**src/rtl/cpa_arb_pkg.sv**
```systemverilog
// Shared defaults and helpers for the round-robin CPA arbiter.
// Width of the requester index is derived from the requester count.
package cpa_arb_pkg;

    localparam int CPA_WIDTH = 15;
    localparam int CPA_NREQ  = 4;

    // A single requester still needs a one-bit index field.
    function automatic int cpa_idw(input int n);
        return (n < 2) ? 1 : $clog2(n);
    endfunction

endpackage

```
**src/rtl/cpa_prefix_adder.sv**
```systemverilog
// Parallel-prefix (Kogge-Stone) carry-propagate adder: {cout, sum} = a + b.
// Purely combinational; used as the single shared final adder.
module cpa_prefix_adder #(
    parameter int WIDTH = 15
) (
    input  logic [WIDTH-1:0] a,
    input  logic [WIDTH-1:0] b,
    output logic [WIDTH-1:0] sum,
    output logic             cout
);

    localparam int LV = (WIDTH < 2) ? 1 : $clog2(WIDTH);

    logic [WIDTH-1:0] w_p0;
    logic [WIDTH-1:0] w_g;
    logic [WIDTH-1:0] w_p;
    logic [WIDTH-1:0] w_g_nx;
    logic [WIDTH-1:0] w_p_nx;

    // Each level doubles the span of the group generate/propagate terms.
    always_comb begin
        w_p0   = a ^ b;
        w_g    = a & b;
        w_p    = w_p0;
        w_g_nx = w_g;
        w_p_nx = w_p;
        for (int l = 0; l < LV; l++) begin
            w_g_nx = w_g;
            w_p_nx = w_p;
            for (int i = 0; i < WIDTH; i++) begin
                if (i >= (1 << l)) begin
                    w_g_nx[i] = w_g[i] | (w_p[i] & w_g[i - (1 << l)]);
                    w_p_nx[i] = w_p[i] & w_p[i - (1 << l)];
                end
            end
            w_g = w_g_nx;
            w_p = w_p_nx;
        end
        sum[0] = w_p0[0];
        for (int i = 1; i < WIDTH; i++) begin
            sum[i] = w_p0[i] ^ w_g[i-1];
        end
        cout = w_g[WIDTH-1];
    end

endmodule

```
**src/rtl/cpa_rr_grant.sv**
```systemverilog
// Rotating-priority picker: first set bit of req at or above ptr, with wrap.
// Produces one-hot and encoded grant plus an any-request flag.
module cpa_rr_grant
    import cpa_arb_pkg::*;
#(
    parameter  int NREQ = CPA_NREQ,
    localparam int IDW  = cpa_idw(NREQ)
) (
    input  logic [NREQ-1:0] req,
    input  logic [IDW-1:0]  ptr,
    output logic [NREQ-1:0] gnt,
    output logic [IDW-1:0]  gnt_id,
    output logic            any
);

    // Scan from the farthest offset down so the nearest requester wins last.
    always_comb begin
        gnt    = '0;
        gnt_id = '0;
        any    = 1'b0;
        for (int k = NREQ - 1; k >= 0; k--) begin
            if (req[(int'(ptr) + k) % NREQ]) begin
                gnt                            = '0;
                gnt[(int'(ptr) + k) % NREQ]    = 1'b1;
                gnt_id                         = IDW'((int'(ptr) + k) % NREQ);
                any                            = 1'b1;
            end
        end
    end

endmodule

```
**src/rtl/cpa_rr_arbiter.sv**
```systemverilog
// Round-robin arbiter sharing one carry-propagate adder among NREQ requesters.
// The sum is registered and returned on a valid/ready port tagged with the index.
module cpa_rr_arbiter
    import cpa_arb_pkg::*;
#(
    parameter  int WIDTH = CPA_WIDTH,
    parameter  int NREQ  = CPA_NREQ,
    localparam int IDW   = cpa_idw(NREQ)
) (
    input  logic                  clk,
    input  logic                  rst,
    input  logic [NREQ-1:0]       req_valid,
    output logic [NREQ-1:0]       req_ready,
    input  logic [NREQ*WIDTH-1:0] req_a,
    input  logic [NREQ*WIDTH-1:0] req_b,
    output logic                  res_valid,
    input  logic                  res_ready,
    output logic [WIDTH-1:0]      res_sum,
    output logic                  res_cout,
    output logic [IDW-1:0]        res_id
);

    logic [IDW-1:0]   r_rr_ptr;
    logic             r_res_valid;
    logic [WIDTH-1:0] r_res_sum;
    logic             r_res_cout;
    logic [IDW-1:0]   r_res_id;

    logic             w_free;
    logic [NREQ-1:0]  w_req;
    logic [NREQ-1:0]  w_gnt;
    logic [IDW-1:0]   w_gnt_id;
    logic             w_accept;
    logic [WIDTH-1:0] w_op_a;
    logic [WIDTH-1:0] w_op_b;
    logic [WIDTH-1:0] w_sum;
    logic             w_cout;

    // A drain in the same cycle frees the slot, so back-to-back accepts never bubble.
    assign w_free = !r_res_valid || res_ready;
    assign w_req  = req_valid & {NREQ{w_free}};

    cpa_rr_grant #(
        .NREQ   (NREQ)
    ) u_grant (
        .req    (w_req),
        .ptr    (r_rr_ptr),
        .gnt    (w_gnt),
        .gnt_id (w_gnt_id),
        .any    (w_accept)
    );

    assign req_ready = w_gnt;

    // One-hot AND-OR operand select; zero operands when nothing is granted.
    always_comb begin
        w_op_a = '0;
        w_op_b = '0;
        for (int i = 0; i < NREQ; i++) begin
            if (w_gnt[i]) begin
                w_op_a = w_op_a | req_a[i*WIDTH +: WIDTH];
                w_op_b = w_op_b | req_b[i*WIDTH +: WIDTH];
            end
        end
    end

    cpa_prefix_adder #(
        .WIDTH (WIDTH)
    ) u_cpa (
        .a     (w_op_a),
        .b     (w_op_b),
        .sum   (w_sum),
        .cout  (w_cout)
    );

    always_ff @(posedge clk or posedge rst) begin
        if (rst) begin
            r_rr_ptr    <= '0;
            r_res_valid <= 1'b0;
            r_res_sum   <= '0;
            r_res_cout  <= 1'b0;
            r_res_id    <= '0;
        end else if (w_accept) begin
            r_rr_ptr    <= (w_gnt_id == IDW'(NREQ - 1)) ? '0 : w_gnt_id + 1'b1;
            r_res_valid <= 1'b1;
            r_res_sum   <= w_sum;
            r_res_cout  <= w_cout;
            r_res_id    <= w_gnt_id;
        end else if (r_res_valid && res_ready) begin
            r_res_valid <= 1'b0;
        end
    end

    assign res_valid = r_res_valid;
    assign res_sum   = r_res_sum;
    assign res_cout  = r_res_cout;
    assign res_id    = r_res_id;

endmodule

```
**config.mk**
```make
export PLATFORM = sky130hd
export DESIGN_NAME = cpa_rr_arbiter
export DESIGN_NICKNAME = d
export VERILOG_FILES = /design/src/rtl/cpa_arb_pkg.sv /design/src/rtl/cpa_prefix_adder.sv /design/src/rtl/cpa_rr_grant.sv /design/src/rtl/cpa_rr_arbiter.sv
export SDC_FILE = /design/constraint.sdc
export NUM_CORES = 1
export LEC_CHECK = 0
export CORE_UTILIZATION = 43
export CTS_CLUSTER_SIZE = 40
export DETAILED_ROUTE_END_ITERATION = 8
export GPL_TIMING_DRIVEN = 0
export PLACE_DENSITY = 0.95
export REMOVE_ABC_BUFFERS = 1
export SYNTH_ARGS = -nofsm -noshare
export SYNTH_HDL_FRONTEND = slang
export SYNTH_SLANG_ARGS = --single-unit
```
**constraint.sdc**
```tcl
create_clock -name clk -period 9.4 [get_ports clk]
set_input_delay 2.35 -clock clk [delete_from_list [all_inputs] [get_ports clk]]
set_output_delay 2.35 -clock clk [all_outputs]
set_load 0.02 [all_outputs]
```
**Run 1: pin map**

(4 px per micron) Pins as bars across the die edge, other pins in grey.
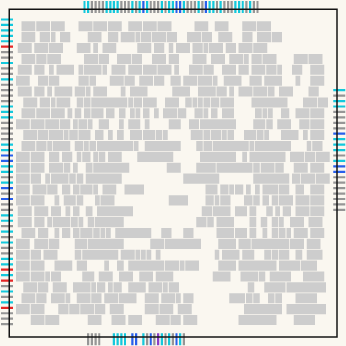
| colour | port | pins | direction | edge |
|---|---|---|---|---|
| red | req_ready | 4 | output | left |
| blue | res_sum | 15 | output | 4 bottom, 4 top, 4 left, 3 right |
| purple | rst | 1 | input | bottom |
| cyan | req_a | 60 | input | 24 left, 21 top, 8 bottom, 7 right |
all pins by edge: 57 left, 48 top, 23 right, 22 bottom
Buffers on Ports: 149
die height: 81.6 microns
Horiz. Die Dim: 81.6 microns

**Run 1: zoomed window**

Window x 32 to 82, y 32 to 82 microns. Cells in grey, sequential cells in the stronger grey; small squares are vias.
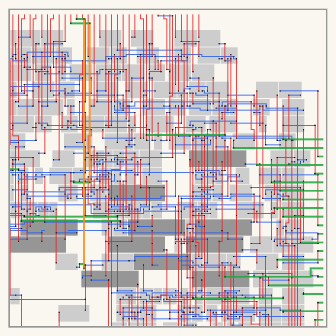
| colour | layer |
|---|---|
| red | metal 2 |
| green | metal 3 |
| orange | metal 4 |
| blue | metal 1 |
most frequent: clkdlybuf4s50_1 (54), a22oi_1 (22), nand2_1 (17)
netlist names of flops here include: res_sum (6), r_rr_ptr (2)
sequential cells in the window: 11
cells with their middle in the window: 165

**Run 1: placement by cell class**

(6 px per micron)
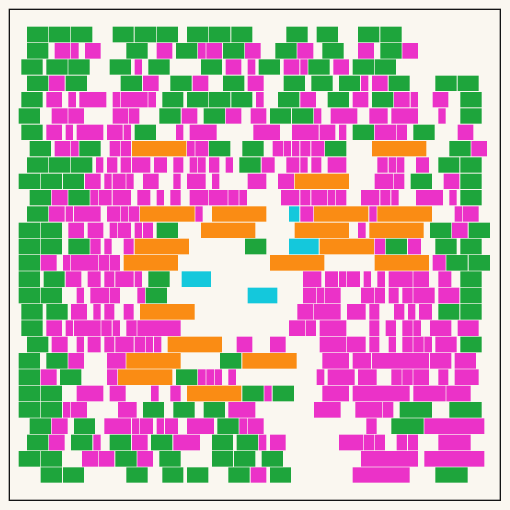
| colour | class | cells | share of their area |
|---|---|---|---|
| orange | sequential cells | 21 | 13% |
| magenta | combinational and other logic | 294 | 49% |
| cyan | clock drivers and dummy loads | 4 | 1.1% |
| green | remaining buffers and delay cells | 153 | 37% |

[run 1: worst paths after layout]
kind	to	slack (ns)	startpoint	cells after the start
worst max-delay path	req_ready[3]	1.47	res_ready	7
worst min-delay path	res_sum[0]	0.47	res_sum[0]	2
worst min register to register	res_sum[0]	0.47	res_sum[0]	2
min in group asynchronous	res_id[1]	2.54	rst	2
max in group asynchronous	res_sum[14]	6.36	rst	2
worst max register to register	res_sum[14]	3.73	r_rr_ptr[0]	17
[run 1: layout by cell type, fill, tap and decap left out, drive strengths merged, types with 2 or more instances in the layout]
cell type and instances:
a22oi 60, or2 2, xor2 5, nand2b 4, mux2i 4, nand4 2
nand2 46, clkdlybuf4s50 149, a311oi 5, buf 4, nor2 22, and2 2
dfrtp 21, inv 10, nor3 11, and3 2, a211oi 3, mux2 3
a31oi 7, a21oi 24, nand3 11, o21ai 13, o211ai 3, a2111oi 5
xnor2 5, ha 23, clkbuf 3, a21o 4, o2111ai 5, nor2b 3
or3 2
[run 1: registers in the layout, summed over array words and instances, names as in the netlist]
register   flops
res_cout       1
res_sum       15
r_rr_ptr       2
res_valid      1
res_id         2
[run 1: cell type report]
type	instances	area, sq um
clock inverter	1	5.00
clock buffer	3	41.3
multi-input combinational	284	2040
timing repair buffer	153	1550
sequential	21	526
tap	75	93.8
inverter	10	37.5
fill	488	1740
[run 1: metal layers]
metal	share of wire [%]	vias to the layer above
li1	-	1557
met1	38	1486
met2	54	121
met3	6.4	10
met4	1.4	0
met5	0	-
==> summary.txt, run 1 <==
flow finished, numbers: yosys stat chip area=2720 sq um, Worst Path Arrival=5.58 ns, vias in the first global route=3096, IO Pins=150, most common cell in the netlist=a22oi_1, WS Path Type=input port to primary output, AND-OR/OR-AND share of the synthesized area=37.5%, final hold slack=0.475 ns, adder share=11.3%, CTS buffer count=3, hold_buf cts=0, synth top area cells=dfrtp_1, a22oi_1, ha_1, vias per cell=5.80, dominant cell type by area after synthesis=dfrtp_1, CP dominant cell by count=clkdlybuf4s50_1, pre-CTS WS=1.07 ns, endpoint class of the critical path=primary output, Final Instance Count excl. Fillers=547, vias after detailed routing=3174, Fmax=126 MHz, CTS tree=yes, Mapped Area=2720 sq um, number of synthesized flops with an enable pin=0, worst slew pin tran=1.07 ns, distinct lib cells=47, GRT Max-Usage Layer=met2, Worst setup SP type=input port, Crit path buffers/inverters=3, CP max FO=17, cell count listed in synth_stat.txt=335, MUX share of area=2.71%, Post-synth top flop=dfrtp_1, DRC=0, Post-CTS Setup Bufs=0, total die size=6660 sq um, Finished Cell Area=4290 sq um, Setup TNS=0 ns, Rows=28, Synth Seq Share=19.3%, Cells after Synth=335, CP top delay family=buffers and inverters, Detailed Route WL=8540 microns, Worst path max stage delay=0.78 ns, Synth top cells by count=a22oi_1, nand2_1, a21oi_1, met3 Usage GRT=3.89%, H-tree levels=1, Final setup viols=0, Synthesis Warnings=0, Post-synth ARST share=100%, met2 GRT Util=49.0%, Starting Density=45.2%, drt wl/cell=15.6 microns, min-delay worst type=register to register, Rel. slew slack=28.8%, dpl cells=540, Final ANT Viol Nets=0, Detailed Routing Iterations Pass 1=4, diode count=0, P&R area growth vs syn=57.5%, first-pass GRT wire length=13100 microns, post-place instance area=4200 sq um, MaxCap Viol Count=0, yosys xor share=3.22%, M1 GR Usage=27.0%, Crit path required time=7.05 ns, min Tclk post-route=7.93 ns, final worst slack=1.47 ns, outcome=completed, pin count of the biggest net entering global routing=32, initial drt markers=106, Core Region=6030 sq um, simple share=19.6%, post-DP HPWL=6660 microns, gp weighted congestion=0.871, fin crit share=84.4%, clock slew at reported path FFs=0.08 ns, layout cells sized above 1=6.14%, clk latency late pin=0.26 ns, initial antenna violation count=0, comb area leader=AND-OR/OR-AND gates, Mapped Avg Cell Area=8.13 sq um, post-CTS sizing=0, Fin. Hold Viols=0, Num Clock Sinks=21, GRT Util Overall=24.9%, RSZ-0062 raised after global routing=false
==> run 2: changes to the inputs <==
- CORE_UTILIZATION: 43 -> 36
- PLACE_DENSITY: 0.95 -> 0.85
- clock period: 9.4 -> 6.49 ns (I/O delays scaled with it)
**Run 2: placement by cell class**

(6 px per micron)
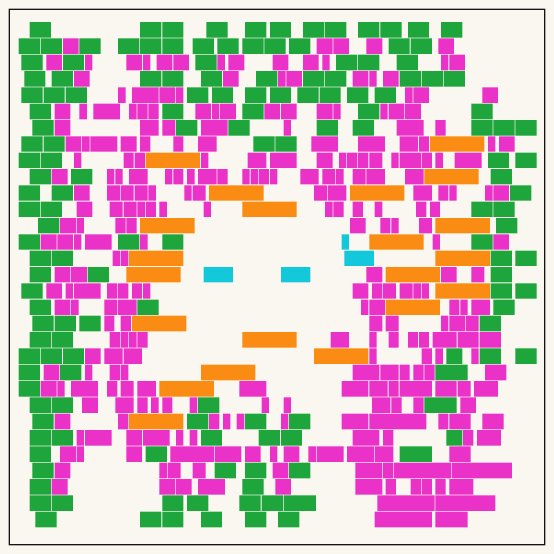
| colour | class | cells | share of their area |
|---|---|---|---|
| orange | sequential cells | 21 | 12% |
| green | remaining buffers and delay cells | 155 | 37% |
| magenta | combinational and other logic | 294 | 49% |
| cyan | clock drivers and dummy loads | 4 | 1.1% |

==> run 2 against run 1 <==
Compared with the run above:
- clock skew fell by 0.0050 ns
- flip-flop count is the same
- highest routed layer unchanged
- area after synthesis unchanged
- design area is 1.1% higher
==> summary.txt, run 2 <==
flow finished, numbers: pin count of the biggest net entering global routing=30, max reg flops=15, area taken by flip-flops and latches=526 sq um, initial drt markers=68, met2 GRT Util=39.4%, vias after detailed routing=3202, M1 GR Usage=24.0%, Clock Path Buffers=2, min-delay worst type=register to register, final net count=626, # fillers=663, vias in the first global route=2944, post-DP HPWL=6970 microns, Fmax=161 MHz, GRT Util Overall=20.9%, Fin. Hold Viols=0, Rows=31, endpoint class of the critical path=primary output, Horiz. Die Dim=89.0 microns, Final Core Density=59.5%, Post-synth ARST share=100%, fin crit share=95.9%, Highest Signal Layer=met4, clock slew at reported path FFs=0.07 ns, Gate Area=2040 sq um, count of tool warnings=32, Detailed Routing Iterations Pass 1=4, Top cell excl fill/tap=clkdlybuf4s50_1, Final ANT Viol Nets=0, initial antenna violation count=0, yosys stat chip area=2720 sq um, Mapped Avg Cell Area=8.13 sq um, gr ovfl total=0, drt wl/cell=14.9 microns, Synth Seq Share=19.3%, CTS buffer count=3, cell count listed in synth_stat.txt=335, FF+latch count, synth=21, final hold slack=0.484 ns, RSZ-0062 raised after global routing=false, clock root cell=clkbuf_8, outcome=completed, worst slew pin tran=1.03 ns, Synthesis Warnings=0, diode count=0, Worst Path Arrival=4.60 ns, share of the synthesized area in the top cell type=19.3%, met3 Usage GRT=4.99%, Cells after Synth=335, MaxCap Viol Count=0, Metal-1 WL=3380 microns, Final Slew Violations=0, H-tree levels=1, Post-synth top flop=dfrtp_1, WS Path Type=input port to primary output, Final setup viols=0, IO Pins=150, first-pass GRT wire length=13100 microns, Core Region=7290 sq um, Num Clock Sinks=21, P&R area growth vs syn=59.2%, number of synthesized flops with an enable pin=0, GRT Max-Usage Layer=met2, Buffers on Ports=149, metal3 WL=529 microns, Setup TNS=0 ns, Starting Density=37.4%, Rel. slew slack=31.5%, die height=89.0 microns, dpl cells=567, Final Instance Count excl. Fillers=573, CP max FO=22, DRC=0, most common cell in the netlist=a22oi_1, clk latency late pin=0.26 ns, Mapped Area=2720 sq um, total die size=7920 sq um, layout cells sized above 1=6.54%, vias per cell=5.59, synth top area cells=dfrtp_1, a22oi_1, ha_1, gp weighted congestion=0.879, Synth top cells by count=a22oi_1, nand2_1, a21oi_1, Top cells excl fill/tap=clkdlybuf4s50_1, a22oi_1, nand2_1, Detailed Route WL=8530 microns, WL met2=4520 microns, Worst setup SP type=input port, min Tclk post-route=6.23 ns, Crit path required time=4.87 ns, hold_buf cts=0, CTS tree=yes, distinct lib cells=47, Setup Skew=0.00496 ns, dominant cell type by area after synthesis=dfrtp_1
**Run 2: pin map**

(4 px per micron) Pins as bars across the die edge, other pins in grey.
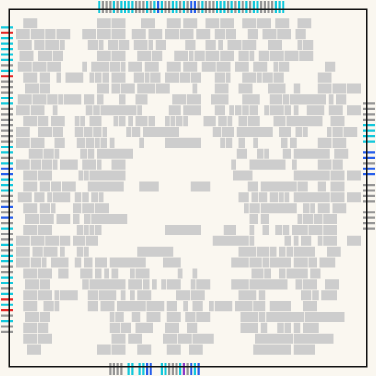
| colour | port | pins | direction | edge |
|---|---|---|---|---|
| blue | res_sum | 15 | output | 4 bottom, 4 right, 4 left, 3 top |
| purple | rst | 1 | input | bottom |
| cyan | req_a | 60 | input | 24 top, 24 left, 8 bottom, 4 right |
| red | req_ready | 4 | output | left |
all pins by edge: 57 left, 51 top, 21 bottom, 21 right

run 2: cell counts after synthesis:
No cell type changed its count.
run 2: logic make-up after synthesis:
logic type | after synthesis | share of synthesized area (%)
xor+xnor | 10 | 3.22
compound gates | 131 | 37.5
flops | 21 | 19.3
mux | 7 | 2.71
simple gates | 112 | 19.6
fa+ha+maj | 24 | 11.3
buf+inv | 30 | 6.38
run 2: area by class of cell:
| type | count | share of cell area (%) |
|---|---|---|
| clock buffer | 4 | 1.04 |
| inverter | 10 | 0.866 |
| multi-input combinational | 284 | 47.0 |
| sequential | 21 | 12.1 |
| tap | 99 | 2.86 |
| timing repair buffer | 155 | 36.1 |
run 2: final timing paths:
path | start | slack (ns) | end | cells after the start
max reg2reg | r_rr_ptr[0] | 0.93 | res_sum[14] | 18
max in group asynchronous | rst | 4.16 | res_valid | 2
min | res_id[1] | 0.48 | res_id[1] | 1
min reg2reg | res_id[1] | 0.48 | res_id[1] | 1
min in group asynchronous | rst | 1.82 | res_sum[0] | 2
max | req_valid[0] | 0.26 | req_ready[1] | 7
run 2: critical path: stages:
cell,delay (ns)
clkdlybuf4s50_1,0.52
mux2i_1,0.13
or3_1,0.53
and4_4,0.32
a311oi_4,0.59
buf_8,0.26
clkdlybuf4s50_1,0.63
run 2: what timing repair did:
item                                    4_1_cts  5_1_grt
pin swaps                                     1        2
setup buffers                                 0        2
resized                                       0        1
endpoints found under the setup margin        1        5
run 2: through the flow:
step / instance area, sq um / worst slack, ns
2_1_floorplan: 2590 / 0.398
3_3_place_gp: 4200 / -1.01
3_5_place_dp: 4270 / -0.168
4_1_cts: 4320 / 0.00385
5_1_grt: 4340 / 0.0982
6_report: 4340 / 0.265
